### src/rtl/pipe_stage_reg_pkg.sv
// rtl/pipe_stage_reg_pkg.sv - shared widths, payload layout and Tnew helper for the pipeline stage register
package pipe_stage_reg_pkg;

    localparam int A3_W_DEF      = 5;
    localparam int TNEW_W_DEF    = 2;
    localparam int CTRL_W_DEF    = 8;
    localparam int FIELD_W       = 32;
    localparam int PAYLOAD_W_DEF = 7 * FIELD_W;

    // Bit offsets of the 32-bit fields packed into the opaque payload bundle.
    localparam int ALU_OFS = 0 * FIELD_W;
    localparam int MDU_OFS = 1 * FIELD_W;
    localparam int PC4_OFS = 2 * FIELD_W;
    localparam int PC8_OFS = 3 * FIELD_W;
    localparam int E32_OFS = 4 * FIELD_W;
    localparam int DR_OFS  = 5 * FIELD_W;
    localparam int CP0_OFS = 6 * FIELD_W;

    // Callers cast the result back to their own Tnew width.
    function automatic logic [31:0] tnew_dec(input logic [31:0] t);
        return (t == 32'd0) ? 32'd0 : t - 32'd1;
    endfunction

endpackage

### src/rtl/pipe_entry_reg.sv
// rtl/pipe_entry_reg.sv - one pipeline entry (valid/tnew/a3/we/ctrl/payload) with load, kill and Tnew decrement
module pipe_entry_reg
    import pipe_stage_reg_pkg::*;
#(
    parameter int PAYLOAD_W = PAYLOAD_W_DEF,
    parameter int A3_W      = A3_W_DEF,
    parameter int TNEW_W    = TNEW_W_DEF,
    parameter int CTRL_W    = CTRL_W_DEF
) (
    input  logic                 clk,
    input  logic                 reset,
    input  logic                 kill,
    input  logic                 load,
    input  logic                 dec,
    input  logic [TNEW_W-1:0]    d_tnew,
    input  logic [A3_W-1:0]      d_a3,
    input  logic                 d_we,
    input  logic [CTRL_W-1:0]    d_ctrl,
    input  logic [PAYLOAD_W-1:0] d_payload,
    output logic                 q_valid,
    output logic [TNEW_W-1:0]    q_tnew,
    output logic [A3_W-1:0]      q_a3,
    output logic                 q_we,
    output logic [CTRL_W-1:0]    q_ctrl,
    output logic [PAYLOAD_W-1:0] q_payload
);

    logic [TNEW_W-1:0] d_tnew_dec;
    logic [TNEW_W-1:0] q_tnew_dec;

    assign d_tnew_dec = TNEW_W'(tnew_dec(32'(d_tnew)));
    assign q_tnew_dec = TNEW_W'(tnew_dec(32'(q_tnew)));

    // Kill leaves ctrl/payload untouched; only the fields that matter for hazards are cleared.
    always_ff @(posedge clk or posedge reset) begin
        if (reset) begin
            q_valid   <= 1'b0;
            q_tnew    <= '0;
            q_a3      <= '0;
            q_we      <= 1'b0;
            q_ctrl    <= '0;
            q_payload <= '0;
        end else if (kill) begin
            q_valid <= 1'b0;
            q_tnew  <= '0;
            q_a3    <= '0;
            q_we    <= 1'b0;
        end else if (load) begin
            q_valid   <= 1'b1;
            q_tnew    <= d_tnew_dec;
            q_a3      <= d_a3;
            q_we      <= d_we;
            q_ctrl    <= d_ctrl;
            q_payload <= d_payload;
        end else if (dec) begin
            q_tnew <= q_tnew_dec;
        end
    end

endmodule

### src/rtl/pipe_stage_reg.sv
// rtl/pipe_stage_reg.sv - two-entry (main + skid) pipeline stage register with Tnew tracking and flush
module pipe_stage_reg
    import pipe_stage_reg_pkg::*;
#(
    parameter int PAYLOAD_W = PAYLOAD_W_DEF,
    parameter int A3_W      = A3_W_DEF,
    parameter int TNEW_W    = TNEW_W_DEF,
    parameter int CTRL_W    = CTRL_W_DEF
) (
    input  logic                 clk,
    input  logic                 reset,
    input  logic                 flush,
    input  logic                 in_valid,
    output logic                 in_ready,
    input  logic [TNEW_W-1:0]    in_tnew,
    input  logic [A3_W-1:0]      in_a3,
    input  logic                 in_we,
    input  logic [CTRL_W-1:0]    in_ctrl,
    input  logic [PAYLOAD_W-1:0] in_payload,
    output logic                 out_valid,
    input  logic                 out_ready,
    output logic [TNEW_W-1:0]    out_tnew,
    output logic [A3_W-1:0]      out_a3,
    output logic                 out_we,
    output logic [CTRL_W-1:0]    out_ctrl,
    output logic [PAYLOAD_W-1:0] out_payload,
    output logic                 fwd_ok
);

    logic                 main_valid;
    logic [TNEW_W-1:0]    main_tnew;
    logic [A3_W-1:0]      main_a3;
    logic                 main_we;

    logic                 skid_valid;
    logic [TNEW_W-1:0]    skid_tnew;
    logic [A3_W-1:0]      skid_a3;
    logic                 skid_we;
    logic [CTRL_W-1:0]    skid_ctrl;
    logic [PAYLOAD_W-1:0] skid_payload;

    logic                 xfer_in;
    logic                 xfer_out;
    logic                 main_load;
    logic                 main_kill;
    logic                 skid_load;
    logic                 skid_kill;
    logic                 skid_valid_nxt;
    logic                 in_ready_q;

    logic [TNEW_W-1:0]    main_d_tnew;
    logic [A3_W-1:0]      main_d_a3;
    logic                 main_d_we;
    logic [CTRL_W-1:0]    main_d_ctrl;
    logic [PAYLOAD_W-1:0] main_d_payload;

    assign xfer_in  = in_valid & in_ready_q;
    assign xfer_out = main_valid & out_ready;

    always_comb begin
        main_load      = 1'b0;
        main_kill      = 1'b0;
        skid_load      = 1'b0;
        skid_kill      = 1'b0;
        main_d_tnew    = in_tnew;
        main_d_a3      = in_a3;
        main_d_we      = in_we;
        main_d_ctrl    = in_ctrl;
        main_d_payload = in_payload;

        if (!main_valid) begin
            main_load = xfer_in;
        end else if (xfer_out) begin
            if (skid_valid) begin
                // Skid drains into main; in_ready was low so nothing new arrives this edge.
                main_load      = 1'b1;
                skid_kill      = 1'b1;
                main_d_tnew    = skid_tnew;
                main_d_a3      = skid_a3;
                main_d_we      = skid_we;
                main_d_ctrl    = skid_ctrl;
                main_d_payload = skid_payload;
            end else if (xfer_in) begin
                main_load = 1'b1;
            end else begin
                main_kill = 1'b1;
            end
        end else begin
            skid_load = xfer_in;
        end

        if (flush) begin
            main_kill = 1'b1;
            skid_kill = 1'b1;
        end

        if (skid_kill)
            skid_valid_nxt = 1'b0;
        else if (skid_load)
            skid_valid_nxt = 1'b1;
        else
            skid_valid_nxt = skid_valid;
    end

    // in_ready is registered so it never depends combinationally on out_ready.
    always_ff @(posedge clk or posedge reset) begin
        if (reset)
            in_ready_q <= 1'b1;
        else
            in_ready_q <= ~skid_valid_nxt;
    end

    assign in_ready = in_ready_q;

    pipe_entry_reg #(
        .PAYLOAD_W (PAYLOAD_W),
        .A3_W      (A3_W),
        .TNEW_W    (TNEW_W),
        .CTRL_W    (CTRL_W)
    ) u_main (
        .clk       (clk),
        .reset     (reset),
        .kill      (main_kill),
        .load      (main_load),
        .dec       (main_valid),
        .d_tnew    (main_d_tnew),
        .d_a3      (main_d_a3),
        .d_we      (main_d_we),
        .d_ctrl    (main_d_ctrl),
        .d_payload (main_d_payload),
        .q_valid   (main_valid),
        .q_tnew    (main_tnew),
        .q_a3      (main_a3),
        .q_we      (main_we),
        .q_ctrl    (out_ctrl),
        .q_payload (out_payload)
    );

    pipe_entry_reg #(
        .PAYLOAD_W (PAYLOAD_W),
        .A3_W      (A3_W),
        .TNEW_W    (TNEW_W),
        .CTRL_W    (CTRL_W)
    ) u_skid (
        .clk       (clk),
        .reset     (reset),
        .kill      (skid_kill),
        .load      (skid_load),
        .dec       (skid_valid),
        .d_tnew    (in_tnew),
        .d_a3      (in_a3),
        .d_we      (in_we),
        .d_ctrl    (in_ctrl),
        .d_payload (in_payload),
        .q_valid   (skid_valid),
        .q_tnew    (skid_tnew),
        .q_a3      (skid_a3),
        .q_we      (skid_we),
        .q_ctrl    (skid_ctrl),
        .q_payload (skid_payload)
    );

    assign out_valid = main_valid;
    assign out_tnew  = main_tnew;
    assign out_a3    = main_valid ? main_a3 : '0;
    assign out_we    = main_valid & main_we;
    assign fwd_ok    = out_valid & out_we & (out_a3 != '0) & (out_tnew == '0);

endmodule

### config.mk
export PLATFORM = sky130hd
export DESIGN_NAME = pipe_stage_reg
export DESIGN_NICKNAME = d
export VERILOG_FILES = /design/src/rtl/pipe_stage_reg_pkg.sv /design/src/rtl/pipe_entry_reg.sv /design/src/rtl/pipe_stage_reg.sv
export SDC_FILE = /design/constraint.sdc
export NUM_CORES = 1
export LEC_CHECK = 0
export ABC_AREA = 1
export CAP_MARGIN = 15
export CELL_PAD_IN_SITES_DETAIL_PLACEMENT = 1
export CELL_PAD_IN_SITES_GLOBAL_PLACEMENT = 1
export CORE_ASPECT_RATIO = 0.8
export CORE_MARGIN = 8
export CORE_UTILIZATION = 40
export DETAILED_ROUTE_END_ITERATION = 10
export GPL_ROUTABILITY_DRIVEN = 1
export HOLD_SLACK_MARGIN = 0.1
export PLACE_DENSITY = 0.88
export SLEW_MARGIN = 25
export SYNTH_ARGS = -nofsm -noshare
export SYNTH_HDL_FRONTEND = slang
export SYNTH_SLANG_ARGS = --single-unit
### constraint.sdc
create_clock -name clk -period 40.1 [get_ports clk]
set_input_delay 8.02 -clock clk [delete_from_list [all_inputs] [get_ports clk]]
set_output_delay 8.02 -clock clk [all_outputs]
set_load 0.02 [all_outputs]
run_1/final_clocks.png
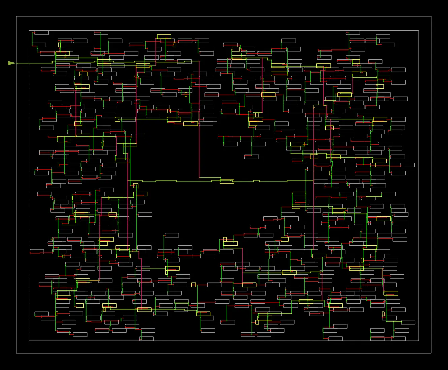
clock sinks: 483
clk_lat worst skew: 0.58 ns

run_1/metal_stack.png
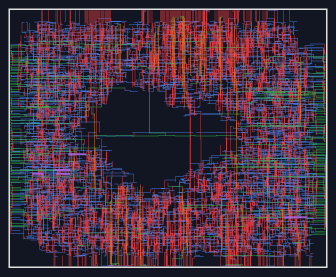
legend:
  red:
    layer: met2
    wire_length: 35.7 mm
  green:
    layer: met3
    wire_length: 5020 microns
  purple:
    layer: met5
    wire_length: 62.6 microns
  orange:
    layer: met4
    wire_length: 2390 microns
  blue:
    layer: met1
    wire_length: 29.2 mm
Routed wire per std cell: 19.3 microns
routed wire length: 72.3 mm

==> results.yml, run 1 <==
# physical design summary
power_and_ir_drop:
  swShare: 0.313
  finalPower_w: 0.00148
  pg_comb_w: 0.000345
  power_switching_w: 0.000463
final_timing:
  fin_skew_ns: 0.0161
  timing.final.ws_setup_ns: 28.95
  slew_violations: 0
  tightest_slew_ns: 1.00
  clock.fmax_ghz: 0.0897
global_route:
  grt_use_met3: 0.0636
  grt_use_met2: 0.398
  grt_max_degree: 202
  top_usage_layer: "met2"
die:
  chipArea_sq_mm: 0.0604
  coreArea_sq_mm: 0.0523
  io_pins: 488
flow_run:
  warning_count: 50
clock_tree:
  clock_path_buffers: 3
  postCtsSetupBuffers: 0
  cts.repair.resized: 0
synthesis:
  ys_top_logic_family: "simple AND/OR/NAND/NOR gates"
  yosys_area_sq_mm: 0.0211
  numSynthFlops: 483
  ys_cells: 2619
  synthArstFlopShare: 1.00
  synthAdderAreaFrac: 0
hold_path:
  hold_path.class: "reg2reg"
  worstHoldStart: "u_main.q_payload[208]"
  hold_end: "u_main.q_payload[208]"
  whs_path_depth: 2
final_layout:
  final_core_util: 0.532
  final_layout_size_suffix_gt1_frac: 0.0347
  flop_area_sq_mm: 0.0121
  area_delta_synth_final_pct: 31.8
  nFillCells: 6199
  diodes: 5
  logic_gate_count: 1721
  fin_area_sq_mm: 0.0278
worst_setup_path:
  cp.required_ns: 40.60
  start_kind: "input port"
  timing.rr.end: "u_main.q_payload[44]"
detailed_routing:
  vias: 19100
outcome:
  status: "completed"
placed_design:
  place_inst: 3656
run_1/gate_families.png
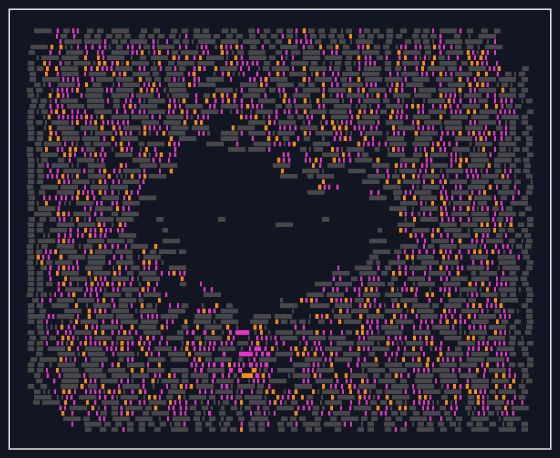
legend:
  orange:
    family: inverting AOI/OAI gates
    cells: 486
    most_used: o21ai_0
    where: all over the die
  magenta:
    family: NAND gates
    cells: 1230
    most_used: nand2_1
    where: all over the die
non-filler instance count after layout: 3750
logic share of the area: 0.258
Commonest Layout Cell: nand2_1

## Run 2: what changed since run 1
Settings changed: CORE_UTILIZATION 40 to 33, PLACE_DENSITY 0.88 to 0.78.
Clock period 40.1 ns to 9.85 ns, I/O delays scaled along.
run_2/final_clocks.png
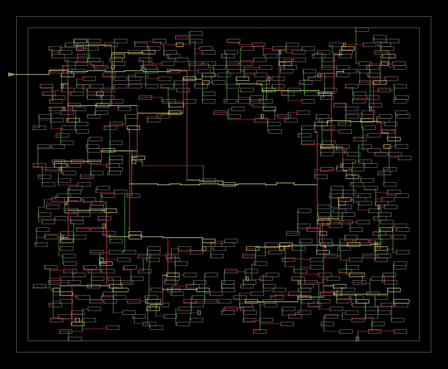
Seq cells: 483
clkbuf count: 76
clk pwr: 0.00201 W
skew final: 0.0111 ns

==> run 2 against run 1 <==
Global-route usage shrank 4.3 points. Critical path depth is the same. Core utilization decreased by 8.9 points. Critical path type unchanged. Highest routed layer unchanged.
==> results.yml, run 2 <==
# physical design summary
global_route:
  grt_use_met3: 0.0479
  grt_use_met2: 0.315
  top_usage_layer: "met2"
power_and_ir_drop:
  power_switching_w: 0.00187
  swShare: 0.307
  finalPower_w: 0.00611
outcome:
  status: "completed"
worst_setup_path:
  start_kind: "input port"
  cp.required_ns: 10.34
detailed_routing:
  vias: 18600
  wl_per_cell_microns: 18.0
  met3WireLength_mm: 4.01
placed_design:
  place_inst: 3813
die:
  coreArea_sq_mm: 0.0637
  io_pins: 488
  chipArea_sq_mm: 0.0723
clock_tree:
  clock_latency_ns: 0.58
  clock_path_buffers: 3
  cts.repair.resized: 0
flow_run:
  warning_count: 50
synthesis:
  topCellsByArea: "dfrtp_1, nand2_1, o21ai_0"
  synthArstFlopShare: 1.00
  synthAdderAreaFrac: 0
final_timing:
  tightest_slew_ns: 1.03
  clock.fmax_ghz: 0.208
hold_path:
  worstHoldStart: "u_main.q_payload[88]"
  hold_path.class: "reg2reg"
  hold_end: "u_main.q_payload[88]"
final_layout:
  diodes: 4
  final_core_util: 0.442
  logic_gate_count: 1721
  fin_area_sq_mm: 0.0282
  layout_top_cell: "nand2_1"
  nFillCells: 7597
  flop_area_sq_mm: 0.0121
  final_layout_size_suffix_gt1_frac: 0.0363
  sh_comb_area: 0.254
run_2/metal_stack.png
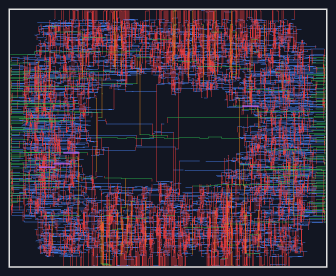
legend:
  red:
    layer: met2
    wire_length: 33.6 mm
  blue:
    layer: met1
    wire_length: 30.6 mm
  purple:
    layer: met5
    wire_length: 55.2 microns
  orange:
    layer: met4
    wire_length: 2200 microns
  green:
    layer: met3
    wire_length: 4010 microns

Power figures rest on the tool's default switching activity, not on a simulated workload.
